--- src/rtl/dsm_dac_order_n_if.sv ---
// Signal bundle between the sample-rate data path and the delta-sigma modulator.
// Strobe semantics: i_data is taken only on a cycle with i_sample=1 (no backpressure);
// o_valid pulses exactly one cycle later, alongside the new o_dac_out bit.
interface dsm_dac_order_n_if #(
  parameter int DATA_WIDTH = 4
);
  logic                  i_sample;
  logic [DATA_WIDTH-1:0] i_data;
  logic                  i_ovl_clr;
  logic                  o_dac_out;
  logic                  o_valid;
  logic                  o_overload;

  modport master (
    output i_sample, i_data, i_ovl_clr,
    input  o_dac_out, o_valid, o_overload
  );

  modport slave (
    input  i_sample, i_data, i_ovl_clr,
    output o_dac_out, o_valid, o_overload
  );
endinterface

--- src/rtl/dsm_dac_order_n.sv ---
// Single-bit delta-sigma DAC modulator, first or second order (MOD1/MOD2),
// with saturating integrators and a sticky overload flag.
module dsm_dac_order_n #(
  parameter int DATA_WIDTH   = 4,
  parameter int ORDER        = 2,
  parameter int ACC_WIDTH    = DATA_WIDTH + 4,
  parameter int FEEDBACK_MAG = 1
) (
  input  logic              i_clk,
  input  logic              i_rst,
  dsm_dac_order_n_if.slave  bus
);

  localparam int MIN_EW = DATA_WIDTH + ORDER + 2;
  localparam int EW     = (ACC_WIDTH > MIN_EW) ? ACC_WIDTH : MIN_EW;
  localparam int SW     = EW + 2;

  localparam logic signed [SW-1:0] FB      = SW'(FEEDBACK_MAG << (DATA_WIDTH - 1));
  localparam logic signed [SW-1:0] SAT_MAX = {3'b000, {(EW-1){1'b1}}};
  localparam logic signed [SW-1:0] SAT_MIN = {3'b111, {(EW-1){1'b0}}};

  if (ORDER != 1 && ORDER != 2) begin : g_order_check
    $error("dsm_dac_order_n: ORDER must be 1 or 2");
  end

  logic signed [EW-1:0] int1_q, int2_q;
  logic                 dac_q, valid_q, ovl_q;

  logic signed [SW-1:0] d, x_ext, sum1, sum2;
  logic signed [EW-1:0] int1_nxt, int2_nxt;
  logic                 ovf1, ovf2, event_ovl, bit_nxt;

  function automatic logic signed [EW-1:0] sat(input logic signed [SW-1:0] v);
    if (v > SAT_MAX)      sat = SAT_MAX[EW-1:0];
    else if (v < SAT_MIN) sat = SAT_MIN[EW-1:0];
    else                  sat = v[EW-1:0];
  endfunction

  always_comb begin
    d        = dac_q ? FB : -FB;
    x_ext    = {{(SW-DATA_WIDTH){bus.i_data[DATA_WIDTH-1]}}, bus.i_data};
    sum1     = {{2{int1_q[EW-1]}}, int1_q} + x_ext - d;
    int1_nxt = sat(sum1);
    ovf1     = (sum1 > SAT_MAX) || (sum1 < SAT_MIN);
    // Second stage integrates the already-saturated first-stage result.
    sum2     = {{2{int2_q[EW-1]}}, int2_q} + {{2{int1_nxt[EW-1]}}, int1_nxt} - d;
    int2_nxt = sat(sum2);
    ovf2     = (sum2 > SAT_MAX) || (sum2 < SAT_MIN);
    if (ORDER == 2) begin
      bit_nxt   = ~int2_nxt[EW-1];
      event_ovl = ovf1 || ovf2;
    end else begin
      bit_nxt   = ~int1_nxt[EW-1];
      event_ovl = ovf1;
    end
  end

  always_ff @(posedge i_clk) begin
    if (i_rst) begin
      int1_q  <= '0;
      int2_q  <= '0;
      dac_q   <= 1'b1;
      valid_q <= 1'b0;
      ovl_q   <= 1'b0;
    end else begin
      valid_q <= bus.i_sample;
      if (bus.i_sample) begin
        int1_q <= int1_nxt;
        if (ORDER == 2) int2_q <= int2_nxt;
        dac_q  <= bit_nxt;
      end
      // A new overload event beats a simultaneous clear.
      if (bus.i_sample && event_ovl) ovl_q <= 1'b1;
      else if (bus.i_ovl_clr)        ovl_q <= 1'b0;
    end
  end

  assign bus.o_dac_out  = dac_q;
  assign bus.o_valid    = valid_q;
  assign bus.o_overload = ovl_q;

endmodule

--- src/flat_wrapper.sv ---
// flat-port wrapper written by rule: the top's interface ports become plain ports
module dsm_dac_order_n_flat 
#(
  parameter int DATA_WIDTH   = 4,
  parameter int ORDER        = 2,
  parameter int ACC_WIDTH    = DATA_WIDTH + 4,
  parameter int FEEDBACK_MAG = 1
)
  (i_clk, i_rst, bus_i_sample, bus_i_data, bus_i_ovl_clr, bus_o_dac_out, bus_o_valid, bus_o_overload);
  dsm_dac_order_n_if #(.DATA_WIDTH(DATA_WIDTH)) bus_i ();
  input  logic i_clk;
  input  logic i_rst;
  input wire logic [$bits(bus_i.i_sample)-1:0] bus_i_sample;
  input wire logic [$bits(bus_i.i_data)-1:0] bus_i_data;
  input wire logic [$bits(bus_i.i_ovl_clr)-1:0] bus_i_ovl_clr;
  output wire logic [$bits(bus_i.o_dac_out)-1:0] bus_o_dac_out;
  output wire logic [$bits(bus_i.o_valid)-1:0] bus_o_valid;
  output wire logic [$bits(bus_i.o_overload)-1:0] bus_o_overload;
  assign bus_i.i_sample = bus_i_sample;
  assign bus_i.i_data = bus_i_data;
  assign bus_i.i_ovl_clr = bus_i_ovl_clr;
  assign bus_o_dac_out = bus_i.o_dac_out;
  assign bus_o_valid = bus_i.o_valid;
  assign bus_o_overload = bus_i.o_overload;
  dsm_dac_order_n #(.DATA_WIDTH(DATA_WIDTH), .ORDER(ORDER), .ACC_WIDTH(ACC_WIDTH), .FEEDBACK_MAG(FEEDBACK_MAG)) u_core (.i_clk(i_clk), .i_rst(i_rst), .bus(bus_i));
endmodule
--- config.mk ---
export PLATFORM = sky130hd
export DESIGN_NAME = dsm_dac_order_n_flat
export DESIGN_NICKNAME = d
export VERILOG_FILES = /design/src/rtl/dsm_dac_order_n_if.sv /design/src/rtl/dsm_dac_order_n.sv /design/src/flat_wrapper.sv
export SDC_FILE = /design/constraint.sdc
export NUM_CORES = 1
export LEC_CHECK = 0
export CORE_ASPECT_RATIO = 1.2
export CORE_MARGIN = 2
export CORE_UTILIZATION = 50
export CTS_CLUSTER_SIZE = 25
export DETAILED_ROUTE_END_ITERATION = 7
export PLACE_DENSITY = 0.77
export SLEW_MARGIN = 15
export SYNTH_ARGS = -nofsm -noshare
export SYNTH_HDL_FRONTEND = slang
export SYNTH_SLANG_ARGS = --single-unit
--- constraint.sdc ---
create_clock -name i_clk -period 7.85 [get_ports i_clk]
set_input_delay 2.355 -clock i_clk [delete_from_list [all_inputs] [get_ports i_clk]]
set_output_delay 2.355 -clock i_clk [all_outputs]
set_load 0.03 [all_outputs]
==> Changelog: implementation, run 1 <==
## Flow update

- Share of the clock period used by the worst path after layout: 98.5%
- Crit path kind: input pin to flop
- Max Fclk: 129 MHz
- Sum of overflow across all layers after global routing: 0
- Share of cell area taken by flip-flops and latches: around 15%
- Buffers inserted during post-CTS setup optimization: 6
- HPWL Detailed: about 3400 microns
- Average cell area after synthesis: 8.55 sq um
- Number of antenna violations at the first check in global routing: 0
- Clock transition at path regs: 0.08 ns
- Dominant logic cell types in the final layout: 45 x sky130_fd_sc_hd__buf_4, 27 x sky130_fd_sc_hd__nor2_1, 19 x sky130_fd_sc_hd__dfxtp_1, 17 x sky130_fd_sc_hd__ha_1, 11 x sky130_fd_sc_hd__o21a_1
- Portion of the layout cell area used by non-clock buffers: 17.5%
- Setup repair after global routing missed its margin: yes
- Share of synthesized area occupied by flip-flops and latches: between 20% and 30%
- Hold endpoint: u_core.int2_q[7]
- Synth Area in XOR/XNOR: around 8.3%
- I/O pins: 11
- Summed instance area of the synthesized netlist: 1860 sq um
- Number of instances on the worst hold path: 1
- Count of clock-net buffers in the final layout: 4
- Final standard cell count with taps included and fillers excluded: 312
- Path length in cells of the critical path: 33
- Dominant flop cell: sky130_fd_sc_hd__dfxtp_1
- Adder Share, Synth: 21.7%
- Worst R2R Path Depth: 32
- Ranking of synthesized cells by instance count: 32 x sky130_fd_sc_hd__nor2_1, 26 x sky130_fd_sc_hd__ha_1, 19 x sky130_fd_sc_hd__dfxtp_1, 13 x sky130_fd_sc_hd__a21oi_1
- Biggest cell delay along the critical path: 0.30 ns
- Non-clock inverter instance count of the final layout: 12
- Number of buffers and inverters on the critical path: 2
- Result of the run: complete, no violations
- Reg2reg setup slack: ~1.8 ns
- Flop count: 19
- Multi-input gate share of total cell area: 62.6%
- Crit Reg-Reg Endpoint: u_core.int2_q[1]
- Max-Cap Viols: 0
- Core region area: 3600 sq um
- Final GP Congestion: around 0.84
- Gate Area: 1630 sq um
- Area fraction in mux cells: ~1.1%
- Clk_lat worst skew: 0.26 ns
- Pin count of the biggest net entering global routing: 26
- Top sig layer: met4
- Top cell by count, worst path: sky130_fd_sc_hd__o21a_1
- M1 WL: 1900 microns
- Number of global-route vias before repair: between 1500 and 2000
- Critical-path cell with the highest stage delay: sky130_fd_sc_hd__ha_1
- Dominant combinational family: AND-OR/OR-AND gates
- Comb gates: 182
- Total cells reported by yosys after synthesis: 218
- Chip area from the yosys synthesis statistics: around 1900 sq um
- Most common cell after layout, fill and taps aside: sky130_fd_sc_hd__buf_4
- Clock buffers and inverters, area share: 1.73%
- Final Cell Area: 2600 sq um
- Count leader, synth: sky130_fd_sc_hd__nor2_1
- Tapcell Cnt: 39
- Global-route wire length before repair: 7750 microns
- Chip area: roughly 4200 sq um
- Data arrival time at the worst-slack endpoint: 7.90 ns
Fig. 1: run 1, the metal 2 layer
Drawn at 6 px/micron.
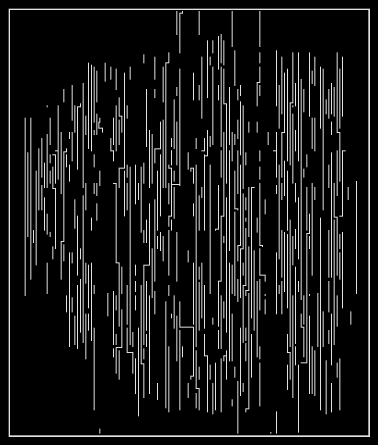
longest straight run: 36.7 microns
wire length on this layer: 2630 microns
share of all routed wire: 57%
nets with wire on the layer: 274
main direction: vertical
vias after detailed routing: 1721
met2 Usage GRT: 43.5%
total detailed-routing wirelength: 4640 microns

Fig. 2: run 1, local utilization
Drawn at 6 px/micron. 6 x 7 tiles, from black (low) to pale yellow (high), 0 to 100% covered.
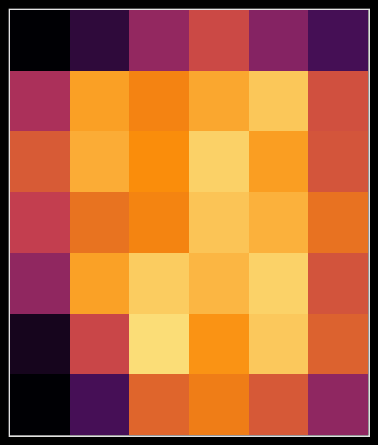
fullest tile: 93%
nearly empty tiles: 4.8%
emptiest ninth of the die: bottom left
tiles over 75% full: 38%
starting utilization of the core area: 51.7%
Final Util: 72.2%

Fig. 3: run 1, congestion heat map
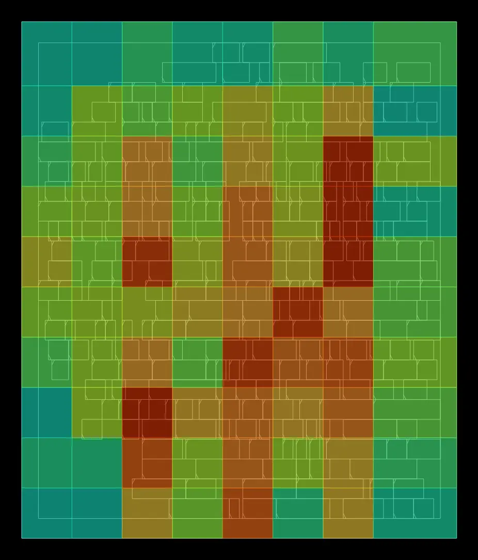
fraction of met1 tracks used by global routing: 26.8%
highest-utilization routing layer at the global route stage: met2
mean routed wirelength per cell: 14.9 microns
aggregate global-route resource usage: 23.2%
met3 track demand over resource: 1.28%

## Run 2: what changed since run 1
--- a/config.mk
+++ b/config.mk
@@ -5,6 +5,7 @@
 export SDC_FILE = /design/constraint.sdc
 export NUM_CORES = 1
 export LEC_CHECK = 0
+export ABC_CLOCK_PERIOD_IN_PS = 7850
 export CORE_ASPECT_RATIO = 1.2
 export CORE_MARGIN = 2
 export CORE_UTILIZATION = 50
==> run 2 against run 1 <==
  * Utilization stayed put
  * Via count unchanged
  * Flip-flop count unchanged
  * Global-route usage is the same
  * Worst hold slack unchanged
  * Synthesized area unchanged
  * Critical path depth did not move
  * Worst setup slack is the same
  * Critical path type unchanged
==> Changelog: implementation, run 2 <==
## Flow update

- Sum of overflow across all layers after global routing: 0 (unchanged)
- Dominant flop cell: sky130_fd_sc_hd__dfxtp_1 (unchanged)
- Non-clock inverter instance count of the final layout: 12 (unchanged)
- Clk_lat worst skew: 0.26 ns (about the same)
- Tapcell Cnt: 39 (unchanged)
- Top cell by count, worst path: sky130_fd_sc_hd__o21a_1 (unchanged)
- Area fraction in mux cells: 1.07% (unchanged)
- Pin count of the biggest net entering global routing: 26 (unchanged)
- Share of synthesized area occupied by flip-flops and latches: 20.4% (unchanged)
- Comb gates: 182 (unchanged)
- Path length in cells of the critical path: 33 (unchanged)
- Synth Area in XOR/XNOR: 8.32% (unchanged)
- Reg2reg setup slack: 1.82 ns (about the same)
- Crit path kind: input pin to flop (unchanged)
- Average cell area after synthesis: 8.55 sq um (unchanged)
- Flop count: 19 (unchanged)
- Setup repair after global routing missed its margin: yes (unchanged)
- Dominant combinational family: AND-OR/OR-AND gates (unchanged)
- Global-route wire length before repair: 7750 microns (unchanged)
- Max-Cap Viols: 0 (unchanged)
- Number of buffers and inverters on the critical path: 2 (unchanged)
- Max Fclk: 129 MHz (unchanged)
- Buffers inserted during post-CTS setup optimization: 6 (unchanged)
- Hold endpoint: u_core.int2_q[7] (unchanged)
- Portion of the layout cell area used by non-clock buffers: 17.5% (unchanged)
- Number of antenna violations at the first check in global routing: 0 (unchanged)
- Fraction of met1 tracks used by global routing: 26.8% (unchanged)
- Summed instance area of the synthesized netlist: 1860 sq um (unchanged)
- Highest-utilization routing layer at the global route stage: met2 (unchanged)
- Final GP Congestion: 0.843 (unchanged)
- Total cells reported by yosys after synthesis: 218 (unchanged)
- Met2 Usage GRT: 43.5% (unchanged)
- Chip area: 4230 sq um (unchanged)
- Gate Area: 1630 sq um (unchanged)
- Count leader, synth: sky130_fd_sc_hd__nor2_1 (unchanged)
- Vias after detailed routing: 1721 (unchanged)
- Dominant logic cell types in the final layout: 45 x sky130_fd_sc_hd__buf_4, 27 x sky130_fd_sc_hd__nor2_1, 19 x sky130_fd_sc_hd__dfxtp_1, 17 x sky130_fd_sc_hd__ha_1, 11 x sky130_fd_sc_hd__o21a_1 (unchanged)
- Clock transition at path regs: 0.08 ns (about the same)
- Number of instances on the worst hold path: 1 (unchanged)
- Result of the run: complete, no violations (unchanged)
- Crit Reg-Reg Endpoint: u_core.int2_q[1] (unchanged)
- Top sig layer: met4 (unchanged)
- Data arrival time at the worst-slack endpoint: 7.90 ns (about the same)
- Core region area: 3600 sq um (unchanged)
- Number of global-route vias before repair: 1801 (unchanged)
- Met3 track demand over resource: 1.28% (unchanged)
- Critical-path cell with the highest stage delay: sky130_fd_sc_hd__ha_1 (unchanged)
- Final standard cell count with taps included and fillers excluded: 312 (unchanged)
- Share of cell area taken by flip-flops and latches: 14.6% (unchanged)
- Most common cell after layout, fill and taps aside: sky130_fd_sc_hd__buf_4 (unchanged)
- Adder Share, Synth: 21.7% (unchanged)
- Mean routed wirelength per cell: 14.9 microns (unchanged)
- Biggest cell delay along the critical path: 0.30 ns (about the same)
- Chip area from the yosys synthesis statistics: 1860 sq um (unchanged)
- Final Util: 72.2% (unchanged)
- Total detailed-routing wirelength: 4640 microns (unchanged)
- HPWL Detailed: 3410 microns (unchanged)
Fig. 4: run 2, congestion heat map
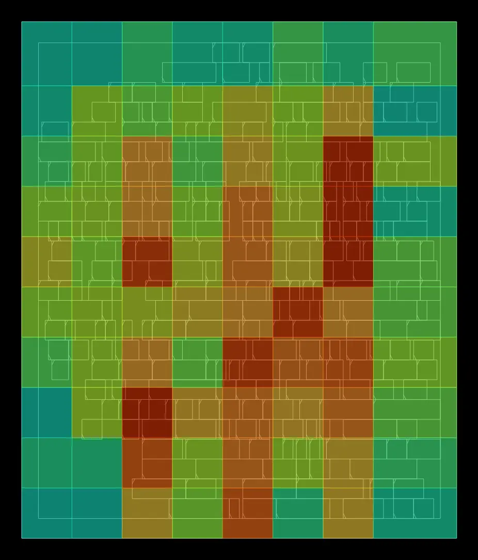

Fig. 5: run 2, sizing map
Drawn at 6 px/micron.
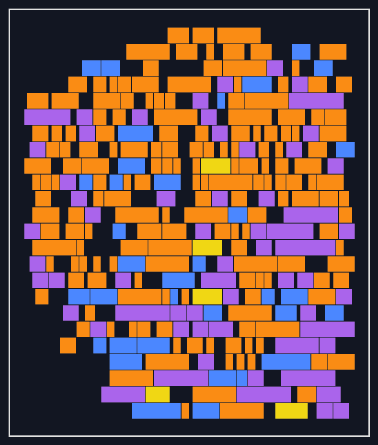
legend:
  blue:
    size: _2 cells
    cells: 34
    share: 12%
  yellow:
    size: _6 and larger
    cells: 5
    share: 1.8%
  orange:
    size: _0 and _1 cells
    cells: 173
    share: 63%
  purple:
    size: _3 and _4 cells
    cells: 61
    share: 22%
minimum setup slack in the final design: 0.116 ns
synthesis-to-finish area growth: 39.6%
Final Cell Area: 2600 sq um

Fig. 6: run 2, a small window of the routed layout
Window x 17 to 42, y 23 to 48 microns. Cells in grey, sequential cells in the stronger grey; small squares are vias.
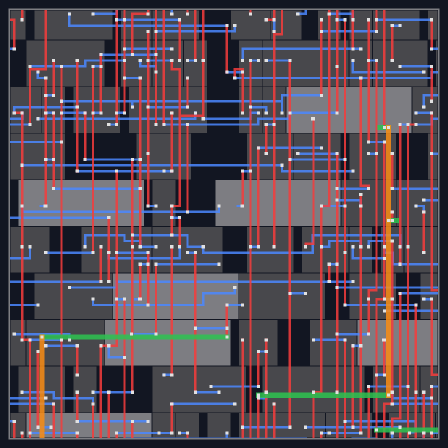
legend:
  red:
    layer: metal 2
  orange:
    layer: metal 4
  green:
    layer: metal 3
  blue:
    layer: metal 1
sequential cells in the window: 7
netlist names of flops here include: u_core.int2_q (4), u_core.int1_q (3)
cells with their middle in the window: 66
most frequent: nor2_1 (12), buf_4 (7), dfxtp_1 (7)

